Figure 1. Metal 1 (run 1).
The bar under the picture is 20 µm long. Supply wires on this layer in grey.
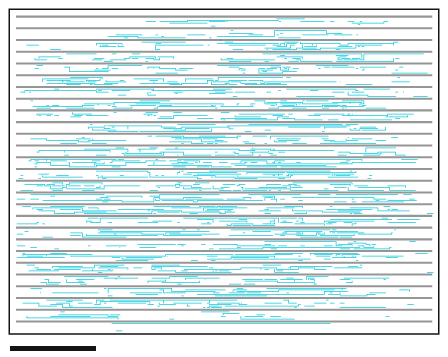
Figure 2. The metal 2 layer (run 1).
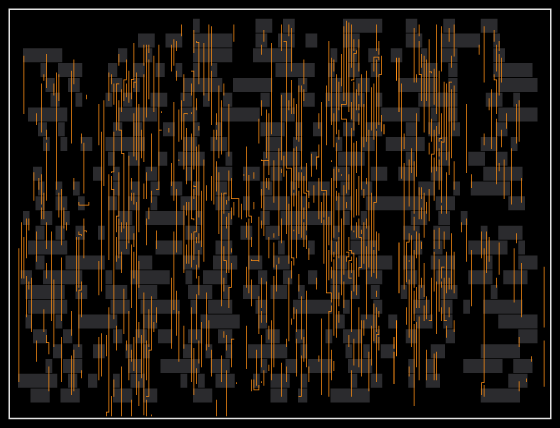
Figure 3. The metal 3 layer (run 1).
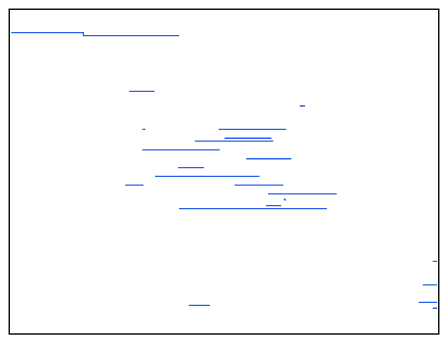
===== config.mk =====
export PLATFORM = sky130hd
export DESIGN_NAME = beep_sched
export DESIGN_NICKNAME = d
export VERILOG_FILES = /design/src/rtl/beep_pkg.sv /design/src/rtl/beep_pattern_timer.sv /design/src/rtl/beep_sched.sv
export SDC_FILE = /design/constraint.sdc
export NUM_CORES = 1
export LEC_CHECK = 0
export CELL_PAD_IN_SITES_DETAIL_PLACEMENT = 2
export CELL_PAD_IN_SITES_GLOBAL_PLACEMENT = 2
export CORE_ASPECT_RATIO = 0.75
export CORE_UTILIZATION = 39
export DETAILED_ROUTE_END_ITERATION = 7
export PLACE_DENSITY_LB_ADDON = 0.1
export RECOVER_POWER = 100
export SYNTH_ARGS = -nofsm -noshare
export SYNTH_HDL_FRONTEND = slang
export SYNTH_SLANG_ARGS = --single-unit
export TNS_END_PERCENT = 20

===== constraint.sdc =====
create_clock -name clk -period 5.3 [get_ports clk]
set_clock_uncertainty 0.05 [all_clocks]
set_input_delay 1.06 -clock clk [delete_from_list [all_inputs] [get_ports clk]]
set_output_delay 1.06 -clock clk [all_outputs]
set_load 0.005 [all_outputs]

===== src/rtl/beep_pkg.sv =====
`default_nettype none
// ============================================================================
//  Module      : beep_pkg
//  Description : Shared definitions for the buzzer scheduler: channel count,
//                channel indices, pattern-timer state encoding and a one-hot
//                helper.
//  Revision    : 1.0 - initial release
// ============================================================================
package beep_pkg;

  localparam int NCH = 3;

  // Channel indices in priority order (lowest index wins)
  localparam logic [1:0] CH_ALARM = 2'd0;
  localparam logic [1:0] CH_ERR   = 2'd1;
  localparam logic [1:0] CH_CLICK = 2'd2;

  typedef enum logic [1:0] {
    ST_IDLE = 2'd0,
    ST_ON   = 2'd1,
    ST_OFF  = 2'd2
  } beep_state_e;

  // One-hot vector with the bit of channel ch set
  function automatic logic [NCH-1:0] ch_onehot(input logic [1:0] ch);
    logic [NCH-1:0] v;
    v = '0;
    for (int i = 0; i < NCH; i++) begin
      if (ch == 2'(i)) v[i] = 1'b1;
    end
    return v;
  endfunction

endpackage
`default_nettype wire


===== src/rtl/beep_pattern_timer.sv =====
`default_nettype none
// ============================================================================
//  Module      : beep_pattern_timer
//  Description : Plays one beep pattern: `reps` repetitions of on_cyc high
//                cycles followed by off_cyc gap cycles. Pulses finish in the
//                last cycle of a normally completed pattern.
//  Revision    : 1.0 - initial release
// ============================================================================
module beep_pattern_timer
  import beep_pkg::*;
#(
  parameter int CNT_W = 28,
  parameter int REP_W = 4
) (
  input  logic             clk,
  input  logic             rst,
  input  logic             start,
  input  logic             abort,
  input  logic [CNT_W-1:0] on_cyc,
  input  logic [CNT_W-1:0] off_cyc,
  input  logic [REP_W-1:0] reps,
  output logic             beep,
  output logic             busy,
  output logic             finish
);

  localparam logic [CNT_W-1:0] CNT_ONE = {{(CNT_W-1){1'b0}}, 1'b1};
  localparam logic [REP_W-1:0] REP_ONE = {{(REP_W-1){1'b0}}, 1'b1};

  beep_state_e      state_q, state_d;
  logic [CNT_W-1:0] cnt_q, cnt_d;
  logic [REP_W-1:0] rep_q, rep_d;
  logic             beep_q, beep_d;
  logic             busy_q, busy_d;
  logic             rep_end;

  // Next-state logic: phase counting, repetition bookkeeping, abort handling
  always_comb begin
    state_d = state_q;
    cnt_d   = cnt_q;
    rep_d   = rep_q;
    rep_end = 1'b0;
    finish  = 1'b0;
    case (state_q)
      ST_IDLE: begin
        if (start && !abort) begin
          state_d = ST_ON;
          cnt_d   = '0;
          rep_d   = reps - REP_ONE;
        end
      end
      ST_ON: begin
        if (abort) begin
          state_d = ST_IDLE;
          cnt_d   = '0;
          rep_d   = '0;
        end else if (cnt_q == on_cyc - CNT_ONE) begin
          cnt_d = '0;
          if (off_cyc != '0) state_d = ST_OFF;
          else               rep_end = 1'b1;
        end else begin
          cnt_d = cnt_q + CNT_ONE;
        end
      end
      ST_OFF: begin
        if (abort) begin
          state_d = ST_IDLE;
          cnt_d   = '0;
          rep_d   = '0;
        end else if (cnt_q == off_cyc - CNT_ONE) begin
          cnt_d   = '0;
          rep_end = 1'b1;
        end else begin
          cnt_d = cnt_q + CNT_ONE;
        end
      end
      default: begin
        state_d = ST_IDLE;
        cnt_d   = '0;
        rep_d   = '0;
      end
    endcase

    // End of one repetition (after its gap, or after ON when there is no gap)
    if (rep_end) begin
      if (rep_q != '0) begin
        rep_d   = rep_q - REP_ONE;
        state_d = ST_ON;
      end else begin
        finish  = 1'b1;
        state_d = ST_IDLE;
      end
    end

    beep_d = (state_d == ST_ON);
    busy_d = (state_d != ST_IDLE);
  end

  // State, counters and registered outputs
  always_ff @(posedge clk) begin
    if (rst) begin
      state_q <= ST_IDLE;
      cnt_q   <= '0;
      rep_q   <= '0;
      beep_q  <= 1'b0;
      busy_q  <= 1'b0;
    end else begin
      state_q <= state_d;
      cnt_q   <= cnt_d;
      rep_q   <= rep_d;
      beep_q  <= beep_d;
      busy_q  <= busy_d;
    end
  end

  assign beep = beep_q;
  assign busy = busy_q;

endmodule
`default_nettype wire


===== src/rtl/beep_sched.sv =====
`default_nettype none
// ============================================================================
//  Module      : beep_sched
//  Description : Shares one active buzzer between three requesters with
//                per-channel pending latches, fixed-priority non-preemptive
//                grant and per-channel beep patterns.
//  Revision    : 1.0 - initial release
// ============================================================================
module beep_sched
  import beep_pkg::*;
#(
  parameter int          CNT_W = 28,
  parameter int unsigned ON0   = 25_000_000,
  parameter int unsigned OFF0  = 125_000_000,
  parameter int unsigned REP0  = 3,
  parameter int unsigned ON1   = 50_000_000,
  parameter int unsigned OFF1  = 25_000_000,
  parameter int unsigned REP1  = 2,
  parameter int unsigned ON2   = 2_500_000,
  parameter int unsigned OFF2  = 0,
  parameter int unsigned REP2  = 1,
  parameter int          REP_W = 4
) (
  input  logic       clk,
  input  logic       rst,
  input  logic [2:0] req,
  input  logic       stop,
  output logic       beep,
  output logic       busy,
  output logic [1:0] active_ch,
  output logic [2:0] done
);

  logic [NCH-1:0]   pending_q, pending_d;
  logic [1:0]       active_ch_q, active_ch_d;
  logic [NCH-1:0]   done_q, done_d;

  logic             grant_vld;
  logic [1:0]       grant_ch;
  logic [1:0]       sel_ch;
  logic [CNT_W-1:0] on_cyc, off_cyc;
  logic [REP_W-1:0] reps;
  logic             tmr_busy, tmr_finish;

  // Lowest-index pending channel wins; only granted while the timer is idle
  always_comb begin
    grant_ch = CH_ALARM;
    for (int i = NCH - 1; i >= 0; i--) begin
      if (pending_q[i]) grant_ch = 2'(i);
    end
    grant_vld = !tmr_busy && (pending_q != '0) && !stop;
  end

  // Pattern parameters of the channel being started or currently running
  always_comb begin
    sel_ch  = grant_vld ? grant_ch : active_ch_q;
    on_cyc  = CNT_W'(ON0);
    off_cyc = CNT_W'(OFF0);
    reps    = REP_W'(REP0);
    case (sel_ch)
      CH_ERR: begin
        on_cyc  = CNT_W'(ON1);
        off_cyc = CNT_W'(OFF1);
        reps    = REP_W'(REP1);
      end
      CH_CLICK: begin
        on_cyc  = CNT_W'(ON2);
        off_cyc = CNT_W'(OFF2);
        reps    = REP_W'(REP2);
      end
      default: ;
    endcase
  end

  // Pending latches (a same-cycle request beats the grant clear, stop beats all),
  // granted channel and completion pulse
  always_comb begin
    pending_d   = pending_q;
    active_ch_d = active_ch_q;
    done_d      = '0;
    if (stop) begin
      pending_d = '0;
    end else begin
      if (grant_vld) begin
        pending_d   = pending_q & ~ch_onehot(grant_ch);
        active_ch_d = grant_ch;
      end
      pending_d = pending_d | req;
      if (tmr_finish) done_d = ch_onehot(active_ch_q);
    end
  end

  // Scheduler registers
  always_ff @(posedge clk) begin
    if (rst) begin
      pending_q   <= '0;
      active_ch_q <= CH_ALARM;
      done_q      <= '0;
    end else begin
      pending_q   <= pending_d;
      active_ch_q <= active_ch_d;
      done_q      <= done_d;
    end
  end

  beep_pattern_timer #(
    .CNT_W (CNT_W),
    .REP_W (REP_W)
  ) u_timer (
    .clk     (clk),
    .rst     (rst),
    .start   (grant_vld),
    .abort   (stop),
    .on_cyc  (on_cyc),
    .off_cyc (off_cyc),
    .reps    (reps),
    .beep    (beep),
    .busy    (tmr_busy),
    .finish  (tmr_finish)
  );

  assign busy      = tmr_busy;
  assign active_ch = active_ch_q;
  assign done      = done_q;

endmodule
`default_nettype wire


==> results.tsv, run 1 <==
metric	value	unit
status	finished clean	
crit_type	primary input to flop	
synth_xor_xnor_area_share	6.64	%
final_weighted_congestion_in_routability_driven_placement	0.874	
worstPathRequired	5.43	ns
dp_cells	428	
synthSimpleGateAreaFrac	35.7	%
worst_path_largest_cell_delay	0.49	ns
final.min_clock_period	4.77	ns
grt_antenna_before_repair	0	
worstMarginPinSlew	0.949	ns
critical_path_at	4.90	ns
place.port_buffers	12	
layout-drive-gt1-share	8.52	%
ys.warnings.count	0	
largest_net_degree_at_the_start_of_global_routing	25	
max_freq	210	MHz
yosysCellCount	349	
core_util_floorplan	40.5	%
warning_count	32	
synth.area.top_cells	dfxtp_1 (32%), nand2_1 (5.8%), nand3_1 (4.7%)	
cts_setup_buffers	0	
die_w	99.3	µm
groute.usage.overall	24.1	%
Back to the opening pictures, Figure 1:
wire length on this layer = 4410 µm
main direction = horizontal
share of all routed wire = 52%
nets with wire on the layer = 334
longest straight run = 50.6 µm
via total after detailed routing: 2586
Total Wirelength: 8.52 mm
routing usage on met1: 34.3%

Back to the opening pictures, Figure 2:
longest straight run = 35.4 µm
wire length on this layer = 3820 µm
share of all routed wire = 45%
nets with wire on the layer = 326
main direction = vertical
met2 track demand over resource: 39.2%

Back to the opening pictures, Figure 3:
nets with wire on the layer = 17
main direction = horizontal
wire length on this layer = 229 µm
share of all routed wire = 2.7%
met3 track demand over resource: 3.71%

## run 1: cell type report
class                      count  area (µm²)  area share, %
multi-input combinational    272        1730           57.3
sequential                    44         881           29.2
timing repair buffer          16         150           4.98
tap                           84         105           3.49
clock buffer                   6        72.6           2.41
inverter                      12        45.0           1.49
clock inverter                 2        35.0           1.16
## run 1: kinds of logic (layout without fill, tap and decap cells)
kind of cell    count (synthesis)  in the layout
mux                             4              4
buf+inv                        33             36
fa+ha+maj                      10             10
xor+xnor                       21             21
compound gates                 55             55
simple gates                  182            182
flops                          44             44
## run 1: power breakdown
group | leakage, nW | switching (mW) | total, mW | internal, mW
combinational | 0.662 | 0.0526 | 0.0807 | 0.0281
clock | 0.0552 | 0.122 | 0.262 | 0.140
sequential | 0.355 | 0.00452 | 0.339 | 0.334
total | 1.07 | 0.179 | 0.682 | 0.503
## run 1: tightest hold or removal path, cell delays in order (launching register included)
cell	delay, ns
dfxtp_1	0.33
nand2_1	0.06
a21oi_1	0.05
## run 1: worst min-delay path by stage
| stage | startpoint | to | slack, ns | cells past startpoint |
|---|---|---|---|---|
| after detailed placement | u_timer.cnt_q[1]$_SDFFE_PP0P_ | u_timer.cnt_q[1]$_SDFFE_PP0P_ | 0.42 | 2 |
| after global routing | u_timer.cnt_q[0]$_SDFFE_PP0P_ | u_timer.cnt_q[0]$_SDFFE_PP0P_ | 0.48 | 2 |
| after floorplan | u_timer.cnt_q[1]$_SDFFE_PP0P_ | u_timer.cnt_q[1]$_SDFFE_PP0P_ | 0.39 | 2 |
| after CTS | u_timer.cnt_q[1]$_SDFFE_PP0P_ | u_timer.cnt_q[1]$_SDFFE_PP0P_ | 0.43 | 2 |
| final | u_timer.cnt_q[1]$_SDFFE_PP0P_ | u_timer.cnt_q[1]$_SDFFE_PP0P_ | 0.43 | 2 |
| after global placement | u_timer.cnt_q[1]$_SDFFE_PP0P_ | u_timer.cnt_q[1]$_SDFFE_PP0P_ | 0.41 | 2 |
## run 1: routing by layer
layer  vias to the layer above  track usage, %  part of all wire [%]
li1                       1243               -                     -
met1                      1302            34.3                    52
met2                        34            39.2                    45
met3                         7            3.71                   2.7
met4                         0            4.58                  0.69
met5                         -               0                     0
## run 1: sequential cells by signal (all words and copies together), names as in the netlist
name	count
u_timer.cnt_q	28
u_timer.rep_q	4
done	3
pending_q	3
active_ch	2
u_timer.state_q	2
u_timer.beep	1
u_timer.busy	1
## run 1: layout by cell type, fill, tap and decap left out, drive strengths merged, types with 5 or more instances in the layout
cell / count
dlygate4sd3: 8
nor3b: 6
clkbuf: 6
nand3: 26
nor2: 39
inv: 12
ha: 10
xnor2: 10
o21ai: 7
a31oi: 9
nand2: 43
and2: 5
nand4: 7
and4: 5
dfxtp: 44
nor4: 8
xor2: 11
nor3: 13
a21oi: 16
## run 1: metrics by stage
step,power [mW],cell area (µm²)
CTS,0.691,3030
detailed placement,0.428,2920
global route,0.710,3020
finish,0.682,3020
global placement,0.426,2920
floorplan,0.400,2770
==> run 2, diff against run 1 <==
- CAP_MARGIN: default -> 5
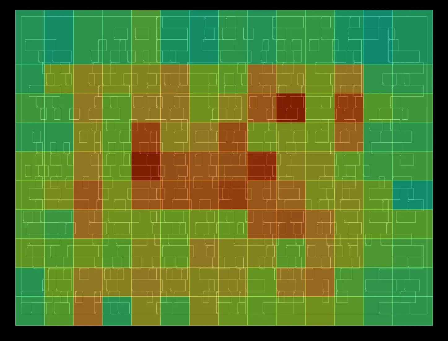
Figure 4: run 2, congestion heat map.
final core utilization: 44.1%
global-route usage over all layers: 24.1%
Avg WL per Cell: 19.5 µm
busiest grt layer: met2

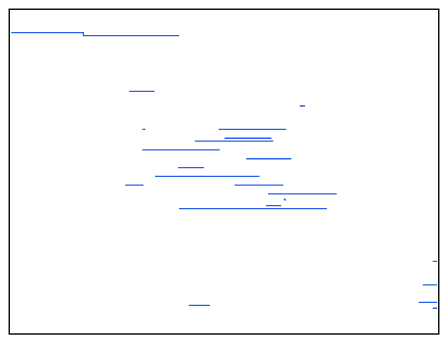
Figure 5: run 2, the metal 3 layer.
nets with wire on the layer = 17
longest straight run = 34.0 µm
wire length on this layer = 229 µm

==> results.tsv, run 2 <==
metric	value	unit
status	finished clean	
warning_count	32	
p_sw_share	26.3	%
combinational_share_of_power	11.8	%
power.share.sequential	49.7	%
crit_type	primary input to flop	
synth.area.top_cells	dfxtp_1 (32%), nand2_1 (5.8%), nand3_1 (4.7%)	
yosysCellCount	349	
power_report.internal_total	0.503	mW
layout-drive-gt1-share	8.52	%
dr_total_vias	2586	
critical_path_at	4.90	ns
power.net_switching	0.179	mW
largest_net_degree_at_the_start_of_global_routing	25	
postPlaceCellArea	0.00292	mm²
max_freq	210	MHz
largest-register	u_timer.cnt_q	
core_util_floorplan	40.5	%
final.min_clock_period	4.77	ns
ys.warnings.count	0	
postLayoutCellArea	0.00302	mm²
worstMarginPinSlew	0.949	ns
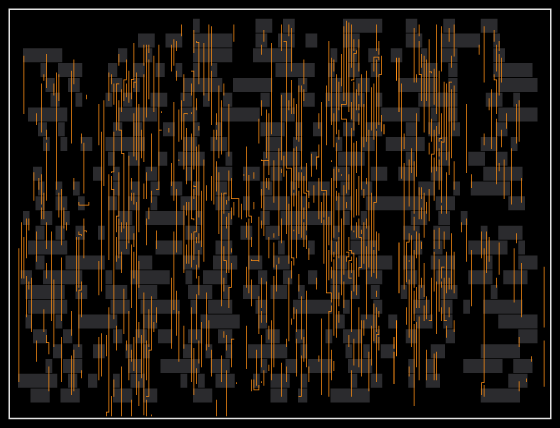
Figure 6: run 2, the metal 2 layer.
nets with wire on the layer = 326
longest straight run = 35.4 µm
share of all routed wire = 45%
main direction = vertical
wire length on this layer = 3820 µm

## run 2: cell counts after synthesis
No cell type changed its count.
## run 2: layout make-up
class,instances,area (µm²)
fill,797,3820
tap,84,105
clock buffer,6,72.6
timing repair buffer,16,150
clock inverter,2,35.0
multi-input combinational,272,1730
sequential,44,881
inverter,12,45.0
## run 2: power groups by stage
stage | combinational (mW) | clock, mW | sequential, mW
after global placement | 0.0792 | 0 | 0.347
after global routing | 0.0888 | 0.282 | 0.340
after CTS | 0.0826 | 0.269 | 0.339
final | 0.0807 | 0.262 | 0.339
after floorplan | 0.0547 | 0 | 0.345
after detailed placement | 0.0817 | 0 | 0.347
## run 2: worst min path at each step
| stage | depth (start not counted) | from | slack (ns) | end |
|---|---|---|---|---|
| after detailed placement | 2 | u_timer.cnt_q[1]$_SDFFE_PP0P_ | 0.42 | u_timer.cnt_q[1]$_SDFFE_PP0P_ |
| after global routing | 2 | u_timer.cnt_q[0]$_SDFFE_PP0P_ | 0.48 | u_timer.cnt_q[0]$_SDFFE_PP0P_ |
| after CTS | 2 | u_timer.cnt_q[1]$_SDFFE_PP0P_ | 0.43 | u_timer.cnt_q[1]$_SDFFE_PP0P_ |
| after floorplan | 2 | u_timer.cnt_q[1]$_SDFFE_PP0P_ | 0.39 | u_timer.cnt_q[1]$_SDFFE_PP0P_ |
| final | 2 | u_timer.cnt_q[1]$_SDFFE_PP0P_ | 0.43 | u_timer.cnt_q[1]$_SDFFE_PP0P_ |
| after global placement | 2 | u_timer.cnt_q[1]$_SDFFE_PP0P_ | 0.41 | u_timer.cnt_q[1]$_SDFFE_PP0P_ |
## run 2: cell families (layout without fill, tap and decap cells)
logic type / Yosys count / count (layout) / share of synthesized area (%)
XOR/XNOR: 21 / 21 / 6.64
buffers and inverters: 33 / 36 / 5.42
AND-OR/OR-AND: 55 / 55 / 14.5
flip-flops: 44 / 44 / 31.8
adder cells (fa/ha/maj): 10 / 10 / 4.52
multiplexers: 4 / 4 / 1.45
AND/OR/NAND/NOR: 182 / 182 / 35.7
## run 2: stage by stage
step	std cells	power [mW]	hold slack [ns]	util [%]
6_report	436	0.682	0.427	44.1
5_1_grt	436	0.710	0.478	44.1
4_1_cts	436	0.691	0.433	44.4
3_5_place_dp	428	0.428	0.422	42.8
3_3_place_gp	428	0.426	0.408	42.8
2_1_floorplan	349	0.400	0.394	-
## run 2: per-layer routing
metal,GRT usage (%),routed length [µm]
met5,0,0
met4,4.58,59
met3,3.71,228
met2,39.2,3820
met1,34.3,4410
## run 2: worst min-delay path: stages (launching register included)
cell and delay, ns:
dfxtp_1 0.33, nand2_1 0.06, a21oi_1 0.05
Power is estimated from default activity; no workload was simulated.
